### src/rtl/cam_lookup_ctrl_if.sv
// Request/response bundle between the lookup pipeline, the table-fill agent and
// the CAM controller. The controller connects through the slave modport.
interface cam_lookup_ctrl_if #(
    parameter int ADDR_WIDTH = 3,
    parameter int TAG_WIDTH  = 8
);
    logic                  flush;
    logic                  srch_req;
    logic [TAG_WIDTH-1:0]  srch_tag;
    logic                  srch_gnt;
    logic                  wr_req;
    logic [TAG_WIDTH-1:0]  wr_tag;
    logic                  wr_gnt;
    logic                  rsp_valid;
    logic                  rsp_hit;
    logic [ADDR_WIDTH-1:0] rsp_addr;
    logic                  wr_done;
    logic                  wr_err;
    logic [ADDR_WIDTH-1:0] wr_addr;
    logic                  full;
    logic [ADDR_WIDTH:0]   count;

    modport master (
        output flush, srch_req, srch_tag, wr_req, wr_tag,
        input  srch_gnt, wr_gnt, rsp_valid, rsp_hit, rsp_addr,
               wr_done, wr_err, wr_addr, full, count
    );

    modport slave (
        input  flush, srch_req, srch_tag, wr_req, wr_tag,
        output srch_gnt, wr_gnt, rsp_valid, rsp_hit, rsp_addr,
               wr_done, wr_err, wr_addr, full, count
    );
endinterface

### src/rtl/cam_lookup_ctrl.sv
// Small tag CAM shared between one search requester and one write requester.
// Search returns the lowest-index valid match; writes fill the lowest free slot.
module cam_lookup_ctrl #(
    parameter int ADDR_WIDTH = 3,
    parameter int DEPTH      = (1 << ADDR_WIDTH),
    parameter int TAG_WIDTH  = 8
) (
    input logic               clk,
    input logic               reset,
    cam_lookup_ctrl_if.slave  bus
);

    typedef enum logic [1:0] {
        IDLE   = 2'd0,
        SEARCH = 2'd1,
        RESULT = 2'd2,
        WRITE  = 2'd3
    } state_t;

    typedef enum logic {
        OP_SEARCH = 1'b0,
        OP_WRITE  = 1'b1
    } op_t;

    state_t                state_q, state_d;
    op_t                   last_op_q, last_op_d;
    logic [DEPTH-1:0]      valid_q, valid_d;
    logic [DEPTH-1:0]      match_q, match_d;
    logic [TAG_WIDTH-1:0]  tag_q [DEPTH];
    logic [TAG_WIDTH-1:0]  tag_d [DEPTH];
    logic [TAG_WIDTH-1:0]  stag_q, stag_d;
    logic [TAG_WIDTH-1:0]  wtag_q, wtag_d;
    logic [ADDR_WIDTH:0]   count_q, count_d;
    logic                  full_q, full_d;

    logic [ADDR_WIDTH-1:0] free_idx;
    logic [ADDR_WIDTH-1:0] hit_idx;

    logic                  srch_gnt;
    logic                  wr_gnt;
    logic                  rsp_valid;
    logic                  rsp_hit;
    logic [ADDR_WIDTH-1:0] rsp_addr;
    logic                  wr_done;
    logic                  wr_err;
    logic [ADDR_WIDTH-1:0] wr_addr;

    // Descending scan so the lowest qualifying index is the one left standing.
    always_comb begin
        free_idx = '0;
        hit_idx  = '0;
        for (int i = DEPTH - 1; i >= 0; i--) begin
            if (!valid_q[i]) begin
                free_idx = ADDR_WIDTH'(i);
            end
            if (match_q[i]) begin
                hit_idx = ADDR_WIDTH'(i);
            end
        end
    end

    always_comb begin
        state_d   = state_q;
        last_op_d = last_op_q;
        valid_d   = valid_q;
        match_d   = match_q;
        tag_d     = tag_q;
        stag_d    = stag_q;
        wtag_d    = wtag_q;
        srch_gnt  = 1'b0;
        wr_gnt    = 1'b0;
        rsp_valid = 1'b0;
        rsp_hit   = 1'b0;
        rsp_addr  = '0;
        wr_done   = 1'b0;
        wr_err    = 1'b0;
        wr_addr   = '0;

        case (state_q)
            IDLE: begin
                if (bus.flush) begin
                    valid_d = '0;
                end else if (bus.srch_req && (!bus.wr_req || last_op_q == OP_WRITE)) begin
                    srch_gnt  = 1'b1;
                    stag_d    = bus.srch_tag;
                    last_op_d = OP_SEARCH;
                    state_d   = SEARCH;
                end else if (bus.wr_req) begin
                    wr_gnt    = 1'b1;
                    wtag_d    = bus.wr_tag;
                    last_op_d = OP_WRITE;
                    state_d   = WRITE;
                end
            end

            SEARCH: begin
                for (int i = 0; i < DEPTH; i++) begin
                    match_d[i] = valid_q[i] && (tag_q[i] == stag_q);
                end
                state_d = RESULT;
            end

            RESULT: begin
                rsp_valid = 1'b1;
                rsp_hit   = |match_q;
                rsp_addr  = hit_idx;
                state_d   = IDLE;
            end

            WRITE: begin
                wr_done = 1'b1;
                if (full_q) begin
                    wr_err = 1'b1;
                end else begin
                    valid_d[free_idx] = 1'b1;
                    tag_d[free_idx]   = wtag_q;
                    wr_addr           = free_idx;
                end
                state_d = IDLE;
            end

            default: begin
                state_d = IDLE;
            end
        endcase

        // Occupancy is registered from the post-edge valid bits so it never lags a write or flush.
        count_d = '0;
        for (int i = 0; i < DEPTH; i++) begin
            count_d = count_d + {{ADDR_WIDTH{1'b0}}, valid_d[i]};
        end
        full_d = &valid_d;
    end

    always_ff @(posedge clk or posedge reset) begin
        if (reset) begin
            state_q   <= IDLE;
            last_op_q <= OP_WRITE;
            valid_q   <= '0;
            match_q   <= '0;
            stag_q    <= '0;
            wtag_q    <= '0;
            count_q   <= '0;
            full_q    <= 1'b0;
            for (int i = 0; i < DEPTH; i++) begin
                tag_q[i] <= '0;
            end
        end else begin
            state_q   <= state_d;
            last_op_q <= last_op_d;
            valid_q   <= valid_d;
            match_q   <= match_d;
            stag_q    <= stag_d;
            wtag_q    <= wtag_d;
            count_q   <= count_d;
            full_q    <= full_d;
            for (int i = 0; i < DEPTH; i++) begin
                tag_q[i] <= tag_d[i];
            end
        end
    end

    assign bus.srch_gnt  = srch_gnt;
    assign bus.wr_gnt    = wr_gnt;
    assign bus.rsp_valid = rsp_valid;
    assign bus.rsp_hit   = rsp_hit;
    assign bus.rsp_addr  = rsp_addr;
    assign bus.wr_done   = wr_done;
    assign bus.wr_err    = wr_err;
    assign bus.wr_addr   = wr_addr;
    assign bus.full      = full_q;
    assign bus.count     = count_q;

endmodule

### src/flat_wrapper.sv
// flat-port wrapper written by rule: the top's interface ports become plain ports
module cam_lookup_ctrl_flat 
#(
    parameter int ADDR_WIDTH = 3,
    parameter int DEPTH      = (1 << ADDR_WIDTH),
    parameter int TAG_WIDTH  = 8
)
  (clk, reset, bus_flush, bus_srch_req, bus_srch_tag, bus_wr_req, bus_wr_tag, bus_srch_gnt, bus_wr_gnt, bus_rsp_valid, bus_rsp_hit, bus_rsp_addr, bus_wr_done, bus_wr_err, bus_wr_addr, bus_full, bus_count);
  cam_lookup_ctrl_if #(.ADDR_WIDTH(ADDR_WIDTH), .TAG_WIDTH(TAG_WIDTH)) bus_i ();
  input logic clk;
  input logic reset;
  input wire logic [$bits(bus_i.flush)-1:0] bus_flush;
  input wire logic [$bits(bus_i.srch_req)-1:0] bus_srch_req;
  input wire logic [$bits(bus_i.srch_tag)-1:0] bus_srch_tag;
  input wire logic [$bits(bus_i.wr_req)-1:0] bus_wr_req;
  input wire logic [$bits(bus_i.wr_tag)-1:0] bus_wr_tag;
  output wire logic [$bits(bus_i.srch_gnt)-1:0] bus_srch_gnt;
  output wire logic [$bits(bus_i.wr_gnt)-1:0] bus_wr_gnt;
  output wire logic [$bits(bus_i.rsp_valid)-1:0] bus_rsp_valid;
  output wire logic [$bits(bus_i.rsp_hit)-1:0] bus_rsp_hit;
  output wire logic [$bits(bus_i.rsp_addr)-1:0] bus_rsp_addr;
  output wire logic [$bits(bus_i.wr_done)-1:0] bus_wr_done;
  output wire logic [$bits(bus_i.wr_err)-1:0] bus_wr_err;
  output wire logic [$bits(bus_i.wr_addr)-1:0] bus_wr_addr;
  output wire logic [$bits(bus_i.full)-1:0] bus_full;
  output wire logic [$bits(bus_i.count)-1:0] bus_count;
  assign bus_i.flush = bus_flush;
  assign bus_i.srch_req = bus_srch_req;
  assign bus_i.srch_tag = bus_srch_tag;
  assign bus_i.wr_req = bus_wr_req;
  assign bus_i.wr_tag = bus_wr_tag;
  assign bus_srch_gnt = bus_i.srch_gnt;
  assign bus_wr_gnt = bus_i.wr_gnt;
  assign bus_rsp_valid = bus_i.rsp_valid;
  assign bus_rsp_hit = bus_i.rsp_hit;
  assign bus_rsp_addr = bus_i.rsp_addr;
  assign bus_wr_done = bus_i.wr_done;
  assign bus_wr_err = bus_i.wr_err;
  assign bus_wr_addr = bus_i.wr_addr;
  assign bus_full = bus_i.full;
  assign bus_count = bus_i.count;
  cam_lookup_ctrl #(.ADDR_WIDTH(ADDR_WIDTH), .DEPTH(DEPTH), .TAG_WIDTH(TAG_WIDTH)) u_core (.clk(clk), .reset(reset), .bus(bus_i));
endmodule
### config.mk
export PLATFORM = sky130hd
export DESIGN_NAME = cam_lookup_ctrl_flat
export DESIGN_NICKNAME = d
export VERILOG_FILES = /design/src/rtl/cam_lookup_ctrl_if.sv /design/src/rtl/cam_lookup_ctrl.sv /design/src/flat_wrapper.sv
export SDC_FILE = /design/constraint.sdc
export NUM_CORES = 1
export LEC_CHECK = 0
export CAP_MARGIN = 15
export CORE_MARGIN = 4
export CORE_UTILIZATION = 63
export DETAILED_ROUTE_END_ITERATION = 8
export PLACE_DENSITY_LB_ADDON = 0.25
export SYNTH_ARGS = -nofsm -noshare
export SYNTH_HDL_FRONTEND = slang
export SYNTH_SLANG_ARGS = --single-unit
### constraint.sdc
create_clock -name clk -period 8.2 [get_ports clk]
set_input_delay 1.64 -clock clk [delete_from_list [all_inputs] [get_ports clk]]
set_output_delay 1.64 -clock clk [all_outputs]
set_load 0.005 [all_outputs]
==> CHANGELOG.md, run 1 <==
## Implementation

- Outcome: finished, final reports clean
- Critical path depth: 13
- Init Core Util: 0.661
- Final slew viol count: 0
- Initial DRC count: 107
- Yosys stat chip area: 5180 um^2
- Placed Cells: 537
- H-tree Lvls: 3
- Adder-Cell Fraction of Synth Area: 0.0343
- Late-Pin Clk Latency: 370 ps
- Unrepaired setup endpoints after global routing: no
- Vias in the first global route: 3,366
- Mux frac, synth: 0.176
- Tool warning count: 29
- Highest routed metal layer: met4
- Port Buffers: 37
- DRT Pass-1 Iters: 4
- Hold endpoint: u_core.last_op_q
- Post-Syn Instances: 412
- Crit-path cells: clkdlybuf4s50_1 > nor2b_1 > or3_1 > o21a_1 > ha_1 > fa_1 > inv_1 > fa_1 > inv_1 > fa_1 > inv_1 > fa_1 > inv_1
- I/O pins: 38
- First-pass GRT wire length: 17,200 um
- Total congestion overflow: 0
- Critical Path End Type: register
- Gate power share: 0.272
- Global routing's busiest layer: met2
- # fillers: 557
- Post-synth top area share: 0.497
- Top cell excl fill/tap: dfrtp_1
- Max clock buf depth: 2
- CP peak stage delay: 500 ps
- Number of synthesized flops with an enable pin: 0
- Synth warnings: 0
- Leakage: 2.69 nW
- Clock Skews: 13.3 ps
- Max reg flops: 64
- Total power: 1.50 mW
- Flops out of synthesis: 104
- Maximum clock rate: 200 MHz
- Switching fraction of total power: 0.359
- Syn_area_per_cell: 12.6 um^2
- Area fraction in compound gates: 0.0579
- Largest net degree at the start of global routing: 56
- R2R depth: 13
- Post-detail-place hpwl: 7350 um
- Post-CTS setup repair buffer count: 0
- Initial antenna violation count: 0
- Flop-to-flop setup slack: 4110 ps
- CP bufs+invs: 5
- P_clk: 310 uW
- Seq. pwr: 782 uW
- Unique cell types: 46
- Final GP Congestion: 0.862
- Worst slew margin: 0.544
- Clock Root Buffer: clkbuf_8
- Metal-1 WL: 4570 um
- Cell Area, Synth: 5180 um^2
- Most frequent cells in the layout: dfrtp_1, mux2_2, xnor2_1, clkdlybuf4s50_1, inv_1
- Worst Hold Slack: 520 ps
- Top cell type by instance count after synthesis: dfrtp_1
- Worst path arrival time: 5310 ps
- Largest Pwr Group: sequential cells
- Final period utilization: 0.609
- Via density: 5.88
- Hold wc startpoint: u_core.last_op_q
- Synth Net Count: 444
- CTS buffer count: 9
- Critical path required time: 8520 ps
- CTS Sinks: 104
- Die Area: 9750 um^2
- Simple share: 0.0939
- # setup viols final: 0
- Final ANT Viol Nets: 0
- Met1 Use GR: 0.314
- Hold Crit Depth: 2
- Endpoints failing hold: 0
- End point of the critical path: u_core.bus.count[1]
- Crit Path Max Fanout: 11
- GR Layer Usage met2: 0.371
- Routed met3 length: 449 um
- Reg2Reg Launch Point: u_core.state_q[0]
- Chip width: 98.7 um
run 1: cell type report:
| cell class | instances | area, um^2 | share of cell area |
|---|---|---|---|
| tap | 102 | 128 | 0.0219 |
| clock buffer | 10 | 128 | 0.0219 |
| sequential | 104 | 2600 | 0.448 |
| inverter | 24 | 92.6 | 0.0159 |
| timing repair buffer | 39 | 385 | 0.0663 |
| clock inverter | 5 | 57.6 | 0.00990 |
| multi-input combinational | 268 | 2420 | 0.416 |
run 1: metrics by stage:
step,area (um^2),setup slack (ps)
finish,5810,3210
global route,5810,3070
detailed placement,5630,2840
floorplan,5180,3520
CTS,5810,3220
global placement,5630,2940
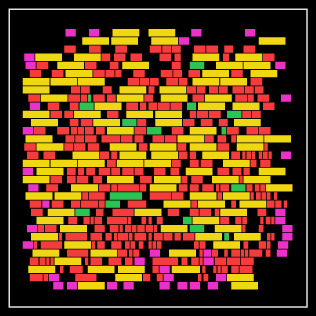
(run_1/cell_classes.png)
Drawn at 3 px/um.
Key: other buffers and delay cells = magenta [cells 39, share of their area 6.8%]; flops = yellow [cells 104, share of their area 46%]; clock drivers and dummy loads = green [cells 15, share of their area 3.3%]; all other logic = red [cells 292, share of their area 44%]
flop share of the area: 0.448
row count: 32
final instance area: 5810 um^2

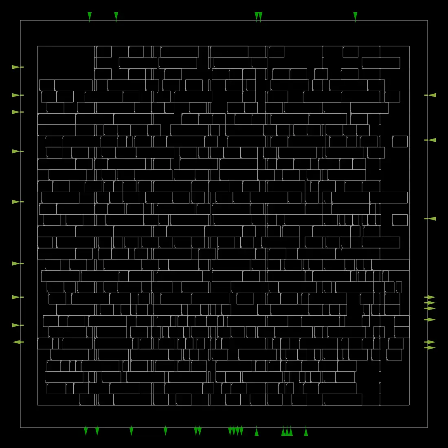
(run_1/final_placement.png)
Layout Cells excl Fill: 552
well tap count: 102
core footprint: 7850 um^2

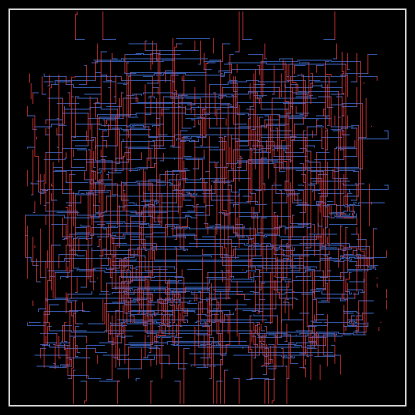
(run_1/metal_stack.png)
Drawn at 4 px/um. Only two layers are drawn.
Key: met2 = red [wire length 5,060 um]; met1 = blue [wire length 4,570 um]
GRT Total Usage: 0.225
routed wire length: 10,200 um
via count: 3,246
routed length per instance: 18.5 um

## Run 2: what changed since run 1
--- a/config.mk
+++ b/config.mk
@@ -7,7 +7,7 @@
 export LEC_CHECK = 0
 export CAP_MARGIN = 15
 export CORE_MARGIN = 4
-export CORE_UTILIZATION = 63
+export CORE_UTILIZATION = 59
 export DETAILED_ROUTE_END_ITERATION = 8
 export PLACE_DENSITY_LB_ADDON = 0.25
 export SYNTH_ARGS = -nofsm -noshare
==> constraint.sdc (replaced) <==
create_clock -name clk -period 4.6 [get_ports clk]
set_input_delay 0.92 -clock clk [delete_from_list [all_inputs] [get_ports clk]]
set_output_delay 0.92 -clock clk [all_outputs]
set_load 0.005 [all_outputs]
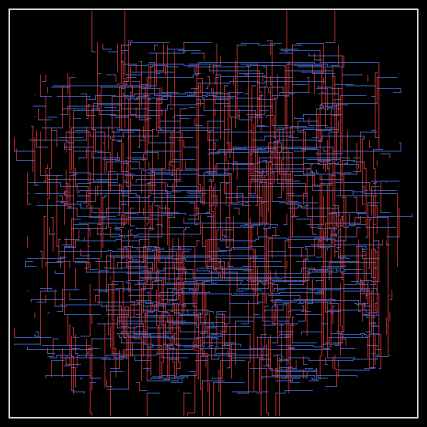
(run_2/metal_stack.png)
Drawn at 4 px/um. Only two layers are drawn.
Key: met1 = blue [wire length 4,740 um]; met2 = red [wire length 5,230 um]
via count: 3,223
routed length per instance: 18.8 um

==> CHANGELOG.md, run 2 <==
## Implementation

- Number of synthesized flops with an enable pin: 0 (unchanged)
- Final instance area: 5860 um^2 (+0.77%)
- H-tree Lvls: 3 (unchanged)
- Routed wire length: 10,500 um (+3.2%)
- Late-Pin Clk Latency: 370 ps (about the same)
- Total power: 2.73 mW (+82%)
- CTS buffer count: 9 (unchanged)
- Synth warnings: 0 (unchanged)
- End point of the critical path: u_core.bus.count[1]
- Outcome: finished, final reports clean
- Switching fraction of total power: 0.363 (+0.00440)
- CTS Sinks: 104 (unchanged)
- Max clock buf depth: 2 (unchanged)
- Endpoints failing hold: 0 (unchanged)
- Post-Syn Instances: 412 (unchanged)
- Port Buffers: 37 (unchanged)
- Chip width: 102 um (+3.1%)
- Initial antenna violation count: 0 (unchanged)
- Post-CTS setup repair buffer count: 0 (unchanged)
- Simple share: 0.0939 (unchanged)
- Layout Cells excl Fill: 558 (+1.1%)
- Via density: 5.78 (-1.8%)
- Init Core Util: 0.619 (-0.0421)
- Flops out of synthesis: 104 (unchanged)
- Crit Path Max Fanout: 7 (-4)
- Tool warning count: 29 (unchanged)
- First-pass GRT wire length: 17,600 um (+2.6%)
- Clock Skews: 11.4 ps (-1.87 ps)
- Vias in the first global route: 3,385 (+0.56%)
- Adder-Cell Fraction of Synth Area: 0.0343 (unchanged)
- Initial DRC count: 147 (+37%)
- Largest net degree at the start of global routing: 69 (+23%)
- Hold wc startpoint: u_core.last_op_q
- DP Worst Slack: 8.45 ps (-2830 ps)
- Hold endpoint: u_core.last_op_q
- Top cell excl fill/tap: dfrtp_1
- Placed Cells: 542 (+0.93%)
- Reg2Reg Launch Point: u_core.state_q[0]
- Synth Net Count: 444 (unchanged)
- Crit-path cells: clkdlybuf4s50_1 > nor2b_1 > or3_1 > o21a_1 > ha_1 > fa_1 > inv_1 > fa_1 > inv_1 > fa_1 > inv_1 > fa_1 > inv_1
- Worst slew margin: 0.445 (-0.0993)
- Critical path depth: 13 (unchanged)
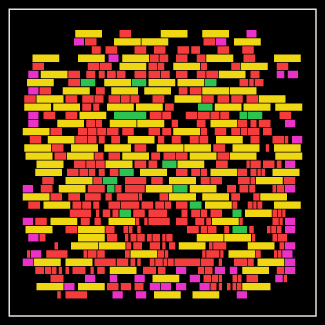
(run_2/cell_classes.png)
Drawn at 3 px/um.
Key: clock drivers and dummy loads = green [cells 16, share of their area 3.7%]; other buffers and delay cells = magenta [cells 41, share of their area 7.0%]; flops = yellow [cells 104, share of their area 45%]; all other logic = red [cells 292, share of their area 44%]
core footprint: 8380 um^2
row count: 33

==> run 2: cell counts after synthesis <==
No cell type changed its count.
==> run 2: cell type report <==
cell class              instances  area [um^2]
flip-flops and latches        104         2600
fillers                       633         2520
clock buffers                   9          124
clock inverters                 7         87.6
repair buffers                 41          400
inverters                      24         92.6
well taps                     105          131
multi-input cells             268         2420
==> run 2: power by group through the flow <==
stage	clock network (mW)	logic, mW	registers [mW]
final	0.596	0.742	1.39
after detailed placement	0	0.743	1.41
after global placement	0	0.715	1.40
after global routing	0.652	0.822	1.42
after CTS	0.615	0.748	1.39
after floorplan	0	0.709	1.18
==> run 2: metrics by stage <==
step | util | hold slack, ps
after floorplan | - | 470
after global routing | 0.699 | 536
final | 0.699 | 508
after detailed placement | 0.674 | 501
after CTS | 0.699 | 508
after global placement | 0.674 | 483
## Run 3: what changed since run 2
--- a/config.mk
+++ b/config.mk
@@ -10,6 +10,7 @@
 export CORE_UTILIZATION = 59
 export DETAILED_ROUTE_END_ITERATION = 8
 export PLACE_DENSITY_LB_ADDON = 0.25
+export SKIP_CTS_REPAIR_TIMING = 1
 export SYNTH_ARGS = -nofsm -noshare
 export SYNTH_HDL_FRONTEND = slang
 export SYNTH_SLANG_ARGS = --single-unit
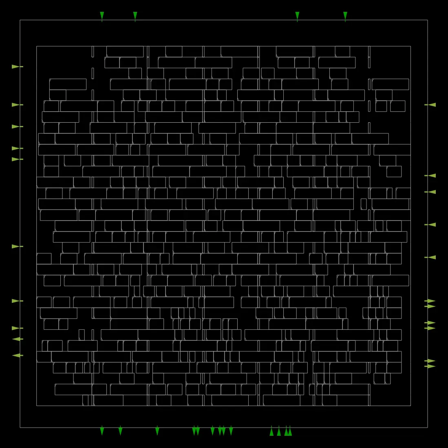
(run_3/final_placement.png)
# fillers: 633
Layout Cells excl Fill: 558
flop share of the area: 0.444
well tap count: 105
flop count: 104

==> CHANGELOG.md, run 3 <==
## Implementation

- Fraction of cell area in non-clock buffers: 0.0683 (unchanged)
- Largest class: registers
- Simple share: 0.0939 (unchanged)
- Post-Syn Instances: 412 (unchanged)
- XOR/XNOR Area Share: 0.105
- Clock Skews: 11.4 ps (unchanged)
- CP peak stage delay: 510 ps
- MI comb cells: 268 (unchanged)
- Max reg flops: 64
- Hold endpoint: u_core.last_op_q
- Clock power frac: 0.218
- Area of the multi-input gates: 2420 um^2 (unchanged)
- Invs w/o clock: 24 (unchanged)
- Crit-path cells: clkdlybuf4s50_1 > nor2b_1 > or3_1 > o21a_1 > ha_1 > fa_1 > inv_1 > fa_1 > inv_1 > fa_1 > inv_1 > fa_1 > inv_1
- Worst Hold Slack: 508 ps (unchanged)
- First-pass GRT wire length: 17,600 um (unchanged)
- Row count: 33 (unchanged)
- Reg2Reg Launch Point: u_core.state_q[0]
- Final period utilization: 0.918
- Top cell excl fill/tap: dfrtp_1
- Flop-to-flop setup slack: 540 ps
- H-tree Lvls: 3 (unchanged)
- Initial antenna violation count: 0 (unchanged)
- Routed length per instance: 18.8 um (unchanged)
- Biggest area cells: dfrtp_1, mux2_2, xnor2_1
- Switching fraction of total power: 0.363 (unchanged)
- Maximum clock rate: 237 MHz
- Largest net degree at the start of global routing: 69 (unchanged)
- Hold Crit Class: register to register
- Flops out of synthesis: 104 (unchanged)
- DP Worst Slack: 8.45 ps (unchanged)
- Final min period: 4220 ps
- Max clock buf depth: 2 (unchanged)
- Synth Net Count: 444 (unchanged)
- Layout clock buffer count: 9 (unchanged)
- Max-cap viol count: 0
- # setup viols final: 0
- Worst-path clk slew: 100 ps
- Routed wire length: 10,500 um (unchanged)
- I/O pins: 38
- Unrepaired setup endpoints after global routing: no
- CTS buffer count: 9 (unchanged)
- Core footprint: 8380 um^2 (unchanged)
- CTS Sinks: 104 (unchanged)
- Vias in the first global route: 3,385 (unchanged)
- Clock-cell share: 0.0361 (unchanged)
- Die Area: 10,400 um^2
- Adder-Cell Fraction of Synth Area: 0.0343 (unchanged)
- Tool warning count: 29 (unchanged)
- Outcome: finished, final reports clean
- Critical path class: input pin to register
- Synth warnings: 0 (unchanged)
- DRC: 0
- Final slew viol count: 0
- Share of layout cells above drive strength 1: 0.260
- Hold wc startpoint: u_core.last_op_q
- Hold Crit Depth: 2
- DRT Pass-1 Iters: 6
- Critical Path End Type: register
- Combinational share of cell area: 0.413 (unchanged)
- Via count: 3,223 (unchanged)
- Worst slew margin: 0.445 (unchanged)
- Most frequent cells in the layout: dfrtp_1, mux2_2, xnor2_1, clkdlybuf4s50_1, inv_1
- Final instance area: 5860 um^2 (unchanged)
- End point of the critical path: u_core.bus.count[1]
- Initial DRC count: 147 (unchanged)
- Number of synthesized flops with an enable pin: 0 (unchanged)
- Plain + repair buffers: 41 (unchanged)
- Placed Cells: 542 (unchanged)
- Endpoints failing hold: 0 (unchanged)
- Seq share, synth: 0.502
- Total power: 2.73 mW (unchanged)
- Via density: 5.78 (unchanged)
- Late-Pin Clk Latency: 370 ps (about the same)
- GRT Total Usage: 0.225
- Yosys stat chip area: 5180 um^2
- Port Buffers: 37 (unchanged)
- Chip width: 102 um (unchanged)
- Post-synth top area share: 0.497
- CTS tree: yes
- Crit Path Max Fanout: 7 (unchanged)
- Worst path arrival time: 4540 ps
- Init Core Util: 0.619 (unchanged)
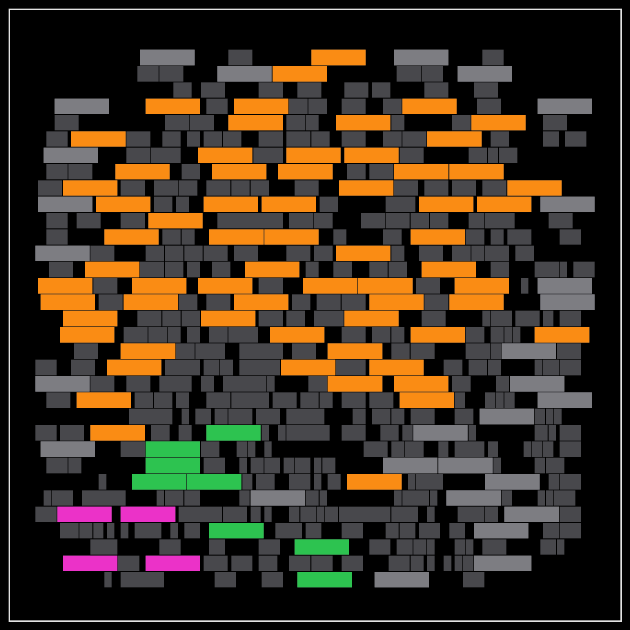
(run_3/registers.png)
Drawn at 6 px/um.
Key: u_core.bus.count = magenta [placed flops 4, where bottom left]; u_core.tag_q = orange [placed flops 64]; u_core.valid_q = green [placed flops 8]
Another 28 sequential cells are not coloured.
Seq. pwr: 1.39 mW
Final Util: 0.699
Sequential Area: 2600 um^2

## run 3: power groups by stage
stage	Combinational [mW]	Clock [mW]	Sequential, mW
final	0.742	0.596	1.39
after global routing	0.822	0.652	1.42
after CTS	0.748	0.615	1.39
after detailed placement	0.743	0	1.41
after global placement	0.715	0	1.40
after floorplan	0.709	0	1.18
## run 3: worst max-delay path, delay by kind of cell
family                   cells  cell delay, ps
adder cells (fa/ha/maj)      5            2160
buffers and inverters        5             770
AND/OR/NAND/NOR              2             520
AND-OR/OR-AND                1             170
## run 3: routing by layer
layer / up-vias / GRT usage / share of wire
met5: - / 0 / 0
met1: 1655 / 0.312 / 0.45
met2: 57 / 0.364 / 0.50
met3: 11 / 0.0503 / 0.041
met4: 0 / 0.0521 / 0.011
li1: 1500 / - / -

==> notes/layouts.md <==
Pictures saved along the way, in no particular order.

The metal 3 layer.
Drawn at 4 px/um.
picture 1
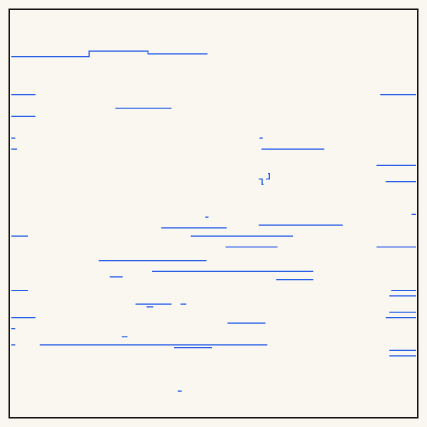
picture 2
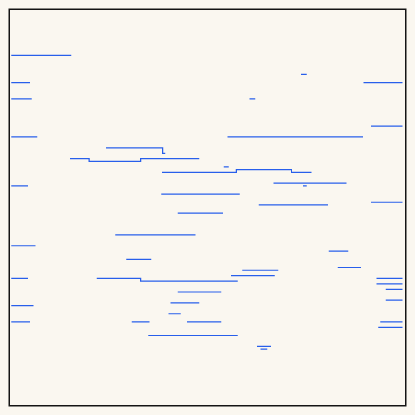
Picture 1 comes from run 2.
Picture 2 comes from run 1.

Power is estimated from default activity; no workload was simulated.
